==> config.mk <==
export PLATFORM = sky130hd
export DESIGN_NAME = jump_control_stack_flat
export DESIGN_NICKNAME = d
export VERILOG_FILES = /design/src/rtl/jump_control_stack_if.sv /design/src/rtl/jump_control_stack.sv /design/src/flat_wrapper.sv
export SDC_FILE = /design/constraint.sdc
export NUM_CORES = 1
export LEC_CHECK = 0
export CAP_MARGIN = 20
export CORE_ASPECT_RATIO = 0.75
export CORE_MARGIN = 1
export CORE_UTILIZATION = 48
export CTS_CLUSTER_SIZE = 28
export DETAILED_ROUTE_END_ITERATION = 16
export HOLD_SLACK_MARGIN = 0.05
export PLACE_DENSITY = 0.79
export SLEW_MARGIN = 0
export SYNTH_ARGS = -nofsm -noshare
export SYNTH_HDL_FRONTEND = slang
export SYNTH_SLANG_ARGS = --single-unit
==> constraint.sdc <==
create_clock -name clk -period 4.5 [get_ports clk]
set_clock_uncertainty 0.15 [all_clocks]
set_input_delay 1.125 -clock clk [delete_from_list [all_inputs] [get_ports clk]]
set_output_delay 1.125 -clock clk [all_outputs]
set_load 0.01 [all_outputs]
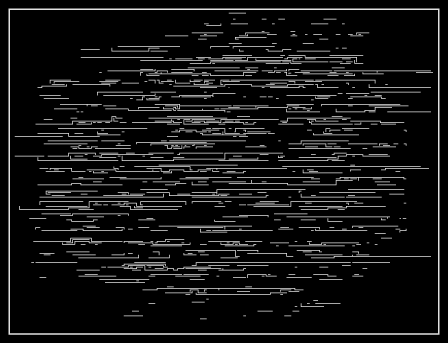
Run 1: met1 routing
longest straight run: 34.5 µm
wire length on this layer: 3240 µm
main direction: horizontal
via count: 1965
GRT met1 Usage: 0.3087
Routed Wire Length: 6541 µm

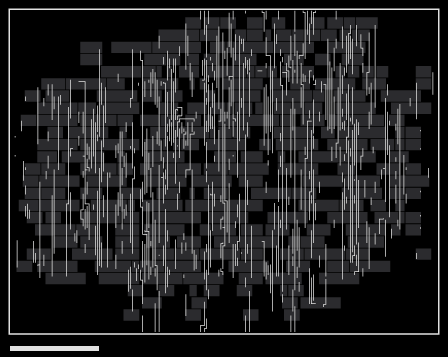
Run 1: M2 wires
Scale bar: 20 µm.
wire length on this layer: 2890 µm
nets with wire on the layer: 263
main direction: vertical
share of all routed wire: 44%
M2 GR Usage: 0.3135

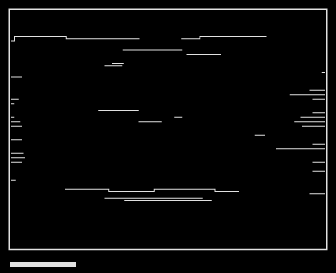
Run 1: metal 3
Scale bar: 20 µm.
nets with wire on the layer: 32
longest straight run: 29.4 µm
share of all routed wire: 5.2%
met3 Usage GRT: 0.07338

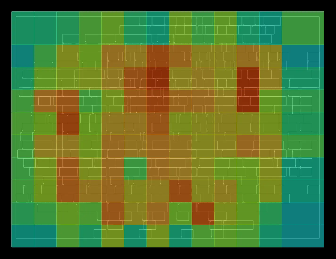
Run 1: congestion heat map
final core utilization: 0.6358
grt peak-use layer: met2
All-Layer GR Usage: 0.2146

==> job_summary.md, run 1 <==
## Synthesis and layout report

| Metric | Value |
|---|---|
| Worst Setup Path Type | `input port to output port` |
| Clk latency late pin | `0.34 ns` |
| Core area | `~0.0063 mm²` |
| Floorplan net count | `between 200 and 250` |
| Crit path DAT | `3.15 ns` |
| Chip Area, Yosys | `between 0.003 and 0.004 mm²` |
| Initial Util | `0.5002` |
| Fin Hold WS | `around 0.32 ns` |
| Yosys cell types | `39` |
| Initial antenna violation count | `0` |
| Number of port buffers | `between 40 and 50` |
| Warnings from Yosys | `0` |
| Status | `finished clean` |
| Setup_tns | `0 ns` |
| First-pass GRT wire length | `around 11000 µm` |
| Max Freq | `around 230 MHz` |
| Post-synth ARST share | `1.000` |
| Clk pin slew, worst setup/hold paths | `approximately 0.060 ns` |
| Log Warnings | `37` |
| Layout cells sized above 1 | `0.3796` |
| Largest net degree at the start of global routing | `23` |
| PD cells | `about 630 mW/mm²` |
| Final GP Congestion | `~0.8` |
| Final nets | `approximately 310` |
| Max-cap violations | `0` |
| Dpl hpwl | `around 4300 µm` |
| Tightest Hold Check Type | `register to register` |
| Mean Syn Cell Area | `15.19 µm²` |
| Design Area, Final | `roughly 0.0040 mm²` |
| Setup slack, reg-to-reg | `roughly 1.8 ns` |
| Post-place setup slack | `-0.05646 ns` |
| Commonest Layout Cell | `dfrtp_1` |
| Final slew viol count | `0` |
| Yosys cell count | `208` |
| Residual DRC | `0` |
| Row count | `25` |
| Dpl cell area | `between 0.003 and 0.004 mm²` |
| Die Size | `0.006916 mm²` |
| Min cycle time layout | `approximately 4.4 ns` |
| Final WS setup | `roughly 0.076 ns` |
| Fillers | `slightly below 500` |
| Number of synthesized register bits | `between 50 and 60` |
| Period Utilization, post-route | `0.9831` |
| Area Overhead vs Synth | `27.12%` |
| Die W | `about 96 µm` |
| Leakage Power | `2.024 nW` |
| CP endpoint kind | `output port` |
| CTS Buf Count | `9` |
| Grt total ovfl | `0` |
| Dpl cells | `339` |
| Drt wl/cell | `between 15 and 20 µm` |
| Post-DR vias/cell | `roughly 5.5` |
| Number of diodes | `0` |
| Vias in the first global route | `roughly 2000` |
| Initial DRC count | `between 100 and 150` |
| RSZ-0062 raised after global routing | `false` |
| Non-Filler Instances | `approximately 360` |
| Sink Count | `59` |
| Final ANT Viol Nets | `0` |
| Largest register FFs | `32` |
| Most frequent cells in the layout | `59 x dfrtp_1, 41 x clkdlybuf4s50_1, 40 x mux2_4` |
| Number of enable flip-flop cells | `0` |
| FF-to-FF path depth | `7` |
| Ys flop type | `dfrtp_1` |
| Max-slew headroom | `0.4840` |
| CTS max path bufs | `2` |
| Clock Tree Root | `clkbuf_8` |
| CTS tree | `built` |
| Worst vdd ir | `295.5 µV` |
| CP Max Fanout | `10` |
| Storage cell area | `approximately 0.0015 mm²` |
| Comb area | `roughly 0.0016 mm²` |
| Syn Std Cell Area | `~0.0032 mm²` |
| Hold depth | `2` |
| WP data required | `about 3.2 ns` |
| CTS H-tree depth | `3` |
| Worst Tran Pin Value | `roughly 0.77 ns` |
| Crit path launch type | `input port` |
| Final Setup Violations | `0` |
| Setup bufs post-CTS | `0` |
| DR pass1 iterations | `4` |
| Die height | `approximately 72 µm` |
| Io pins | `55` |
| Sequential area share after synthesis | `0.4671` |
| Fin. Hold Viols | `0` |
| Total power | `between 2 and 3 mW` |
| Post-synthesis cell count | `~210` |
==> run 1: Yosys cell counts (all sizes together), types with 2 or more instances <==
cell / number / area share
dfrtp: 59 / 0.47
mux2: 48 / 0.22
mux4: 13 / 0.093
mux2i: 11 / 0.035
nand2: 10 / 0.021
buf: 8 / 0.032
inv: 7 / 0.0083
a21oi: 5 / 0.0079
ha: 5 / 0.020
nor3: 5 / 0.0079
a22o: 4 / 0.011
nor2b: 4 / 0.0079
clkbuf: 3 / 0.0036
nor2: 3 / 0.0044
nand4b: 2 / 0.0075
or3: 2 / 0.0040
xnor2: 2 / 0.0055
==> run 1: kinds of logic (layout without fill, tap and decap cells) <==
family	Yosys count	after routing	share of synthesized area
AND-OR/OR-AND	17	17	0.04196
XOR/XNOR	2	2	0.005543
adder cells (fa/ha/maj)	5	5	0.01979
buffers and inverters	18	84	0.04355
flip-flops	59	59	0.4671
multiplexers	72	72	0.3460
AND/OR/NAND/NOR	35	35	0.07601
==> run 1: power breakdown <==
group | switching (mW) | leakage (nW) | internal (mW)
logic | 0.353 | 1.17 | 0.640
registers | 0.142 | 0.723 | 0.764
clock network | 0.210 | 0.133 | 0.412
total | 0.706 | 2.02 | 1.82
==> run 1: routing by layer <==
metal	GRT usage	wire length, µm	vias to the layer above
met3	0.07338	337	6
met2	0.3135	2890	49
met1	0.3087	3242	1011
met5	0	0	-
met4	0.05473	70	0
li1	-	-	899
==> run 1: worst max-delay path: stages <==
cell and delay, ns:
clkdlybuf4s50_1 0.47, nor4b_4 0.32, nand3b_1 0.13, buf_4 0.22, mux2i_1 0.13, a21oi_1 0.18
clkdlybuf4s50_1 0.57
==> run 1: final cells by class <==
| class | instances | area share |
|---|---|---|
| timing repair buffer | 61 | 0.1461 |
| multi-input combinational | 131 | 0.3899 |
| inverter | 7 | 0.006540 |
| tap | 81 | 0.02523 |
| sequential | 59 | 0.3675 |
| clock inverter | 4 | 0.02367 |
| clock buffer | 12 | 0.04111 |
==> run 1: timing repair <==
action	CTS	global route
gates resized	2	7
hold buffers	0	0
hold endpoints to repair	0	0
setup endpoints to repair	12	11
--- run 2 (diff from run 1) ---
--- a/config.mk
+++ b/config.mk
@@ -11,6 +11,7 @@
 export CORE_UTILIZATION = 48
 export CTS_CLUSTER_SIZE = 28
 export DETAILED_ROUTE_END_ITERATION = 16
+export GPL_ROUTABILITY_DRIVEN = 0
 export HOLD_SLACK_MARGIN = 0.05
 export PLACE_DENSITY = 0.79
 export SLEW_MARGIN = 0
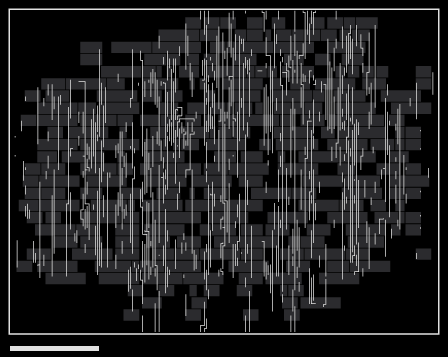
Run 2: M2 wires
Scale bar: 20 µm.
share of all routed wire: 44%
main direction: vertical
longest straight run: 46.1 µm

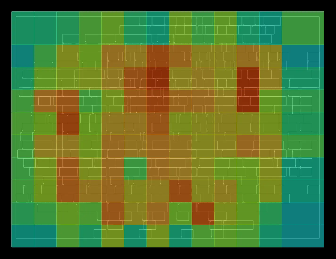
Run 2: congestion heat map
drt wl/cell: 18.43 µm

==> run 2 against run 1 <==
Sequential power is essentially flat. Clock-buffer cell count stayed put. Clock power barely moved. Largest power group unchanged. First-iteration DRC count unchanged. Die area stayed put. Core utilization did not move.
==> job_summary.md, run 2 <==
## Synthesis and layout report

| Metric | Value |
|---|---|
| Io pins | `55` |
| Grt total ovfl | `0` |
| Number of enable flip-flop cells | `0` |
| Min cycle time layout | `4.424 ns` |
| Vias in the first global route | `slightly below 2000` |
| Core area | `0.006319 mm²` |
| Leakage Power | `between 2 and 2.5 nW` |
| Ys flop type | `dfrtp_1` |
| CTS Buf Count | `9` |
| Commonest cells in the netlist | `59 x dfrtp_1, 40 x mux2_4, 13 x mux4_2` |
| All-Layer GR Usage | `0.2146` |
| Most frequent cells in the layout | `59 x dfrtp_1, 41 x clkdlybuf4s50_1, 40 x mux2_4` |
| Post-synthesis cell count | `208` |
| Total power | `2.523 mW` |
| Post-place setup slack | `-0.05646 ns` |
| Clk latency late pin | `approximately 0.34 ns` |
| Worst vdd ir | `295.5 µV` |
| Die W | `between 90 and 100 µm` |
| Number of synthesized register bits | `between 50 and 60` |
| Synth top cell by count | `dfrtp_1` |
| Die height | `a little over 70 µm` |
| Dpl hpwl | `between 4000 and 5000 µm` |
| Worst Setup Path Type | `input port to output port` |
| Warnings from Yosys | `0` |
| Die Size | `between 0.006 and 0.007 mm²` |
| Sequential area share after synthesis | `0.4671` |
| Cell accounting for the most synthesized area | `dfrtp_1` |
| Commonest Layout Cell | `dfrtp_1` |
| Worst Tran Pin Value | `0.7724 ns` |
| Residual DRC | `0` |
| Non-Filler Instances | `about 360` |
| Hold depth | `2` |
| Clk pin slew, worst setup/hold paths | `around 0.060 ns` |
| Crit path DAT | `3.15 ns` |
| PD cells | `around 630 mW/mm²` |
| Dpl cell area | `approximately 0.0037 mm²` |
| Clock Tree Root | `clkbuf_8` |
| CP Max Fanout | `10` |
| Initial DRC count | `between 100 and 150` |
| Mean Syn Cell Area | `roughly 15 µm²` |
| Via count | `between 1500 and 2000` |
| WP data required | `between 3 and 4 ns` |
| Max-area cell share | `0.4671` |
| Log Warnings | `37` |
| Slowest stage delay, CP | `about 0.57 ns` |
| Routed Wire Length | `about 6500 µm` |
| Final ANT Viol Nets | `0` |
| Number of diodes | `0` |
| PostCTS Resize Cnt | `2` |
| Final core utilization | `0.6358` |
| Layout cells sized above 1 | `0.3796` |
| CTS Hold Bufs | `0` |
| Slowest CP cell | `clkdlybuf4s50_1` |
| Max-slew headroom | `0.4840` |
| Setup slack, reg-to-reg | `approximately 1.8 ns` |
| Sink Count | `between 50 and 60` |
| Yosys cell count | `approximately 210` |
| Period Utilization, post-route | `0.9831` |
| CTS tree | `built` |
| Setup bufs post-CTS | `0` |
| Crit path launch type | `input port` |
| CP endpoint kind | `output port` |
| Initial Util | `0.5002` |
| Floorplan net count | `248` |
| RSZ-0062 raised after global routing | `false` |
| Final slew viol count | `0` |
| Fin. Hold Viols | `0` |
| Max-cap violations | `0` |
| Crit-path most repeated cell | `clkdlybuf4s50_1` |
| Setup_tns | `0 ns` |
| Dpl cells | `between 300 and 400` |
| Row count | `25` |
| Yosys cell types | `39` |
| Max Freq | `between 200 and 250 MHz` |
| Final Setup Violations | `0` |
| Tightest Hold Check Type | `register to register` |
| Syn Std Cell Area | `roughly 0.0032 mm²` |
| First-pass GRT wire length | `10520 µm` |
| DR pass1 iterations | `4` |
| Synth top area cells | `dfrtp_1 47%, mux2_4 19%, mux4_2 9.3%` |
| CTS H-tree depth | `3` |
| Largest register FFs | `32` |
| Critical Path, Cell by Cell | `clkdlybuf4s50_1, nor4b_4, nand3b_1, buf_4, mux2i_1, a21oi_1, clkdlybuf4s50_1` |
| Initial antenna violation count | `0` |
| FF-to-FF path depth | `7` |
| CTS max path bufs | `2` |
| Post-DR vias/cell | `around 5.5` |
| Post-synth ARST share | `1.000` |
| Design Area, Final | `around 0.004 mm²` |
| Fin Hold WS | `between 0.3 and 0.4 ns` |
| Largest net degree at the start of global routing | `23` |
| Number of port buffers | `around 47` |
| Area Overhead vs Synth | `27.12%` |
| Status | `finished clean` |
| Final WS setup | `0.07626 ns` |
| Final nets | `roughly 310` |
| Chip Area, Yosys | `about 0.0032 mm²` |
[run 2: cell counts after synthesis]
No cell type changed its count.
[run 2: cells by family (layout without fill, tap and decap cells)]
group	count (synthesis)	after routing	share of synthesized area
compound gates	17	17	0.04196
xor+xnor	2	2	0.005543
fa+ha+maj	5	5	0.01979
buf+inv	18	84	0.04355
flops	59	59	0.4671
mux	72	72	0.3460
simple gates	35	35	0.07601
[run 2: critical path: cells and delay by family]
family / cells / cell delay, ns
buffers and inverters: 3 / 1.26
AOI/OAI and AO/OA: 1 / 0.18
and+or+nand+nor: 2 / 0.45
muxes: 1 / 0.13
[run 2: final cells by class]
type                       instances  area (µm²)
inverter                           7       26.28
tap                               81       101.3
fill                             482        2301
clock inverter                     4       95.09
multi-input combinational        131        1567
timing repair buffer              61       586.8
sequential                        59        1476
clock buffer                      12       165.2
[run 2: power by group]
part / internal, mW / switching [mW] / total (mW)
Combinational: 0.640 / 0.353 / 0.994
Clock: 0.412 / 0.210 / 0.623
Sequential: 0.764 / 0.142 / 0.906
Total: 1.82 / 0.706 / 2.52
[run 2: layer usage]
metal,share of wire,GRT usage
met4,0.011,0.05473
met3,0.052,0.07338
met1,0.50,0.3087
met2,0.44,0.3135
met5,0,0
Power and IR drop assume default switching activity.
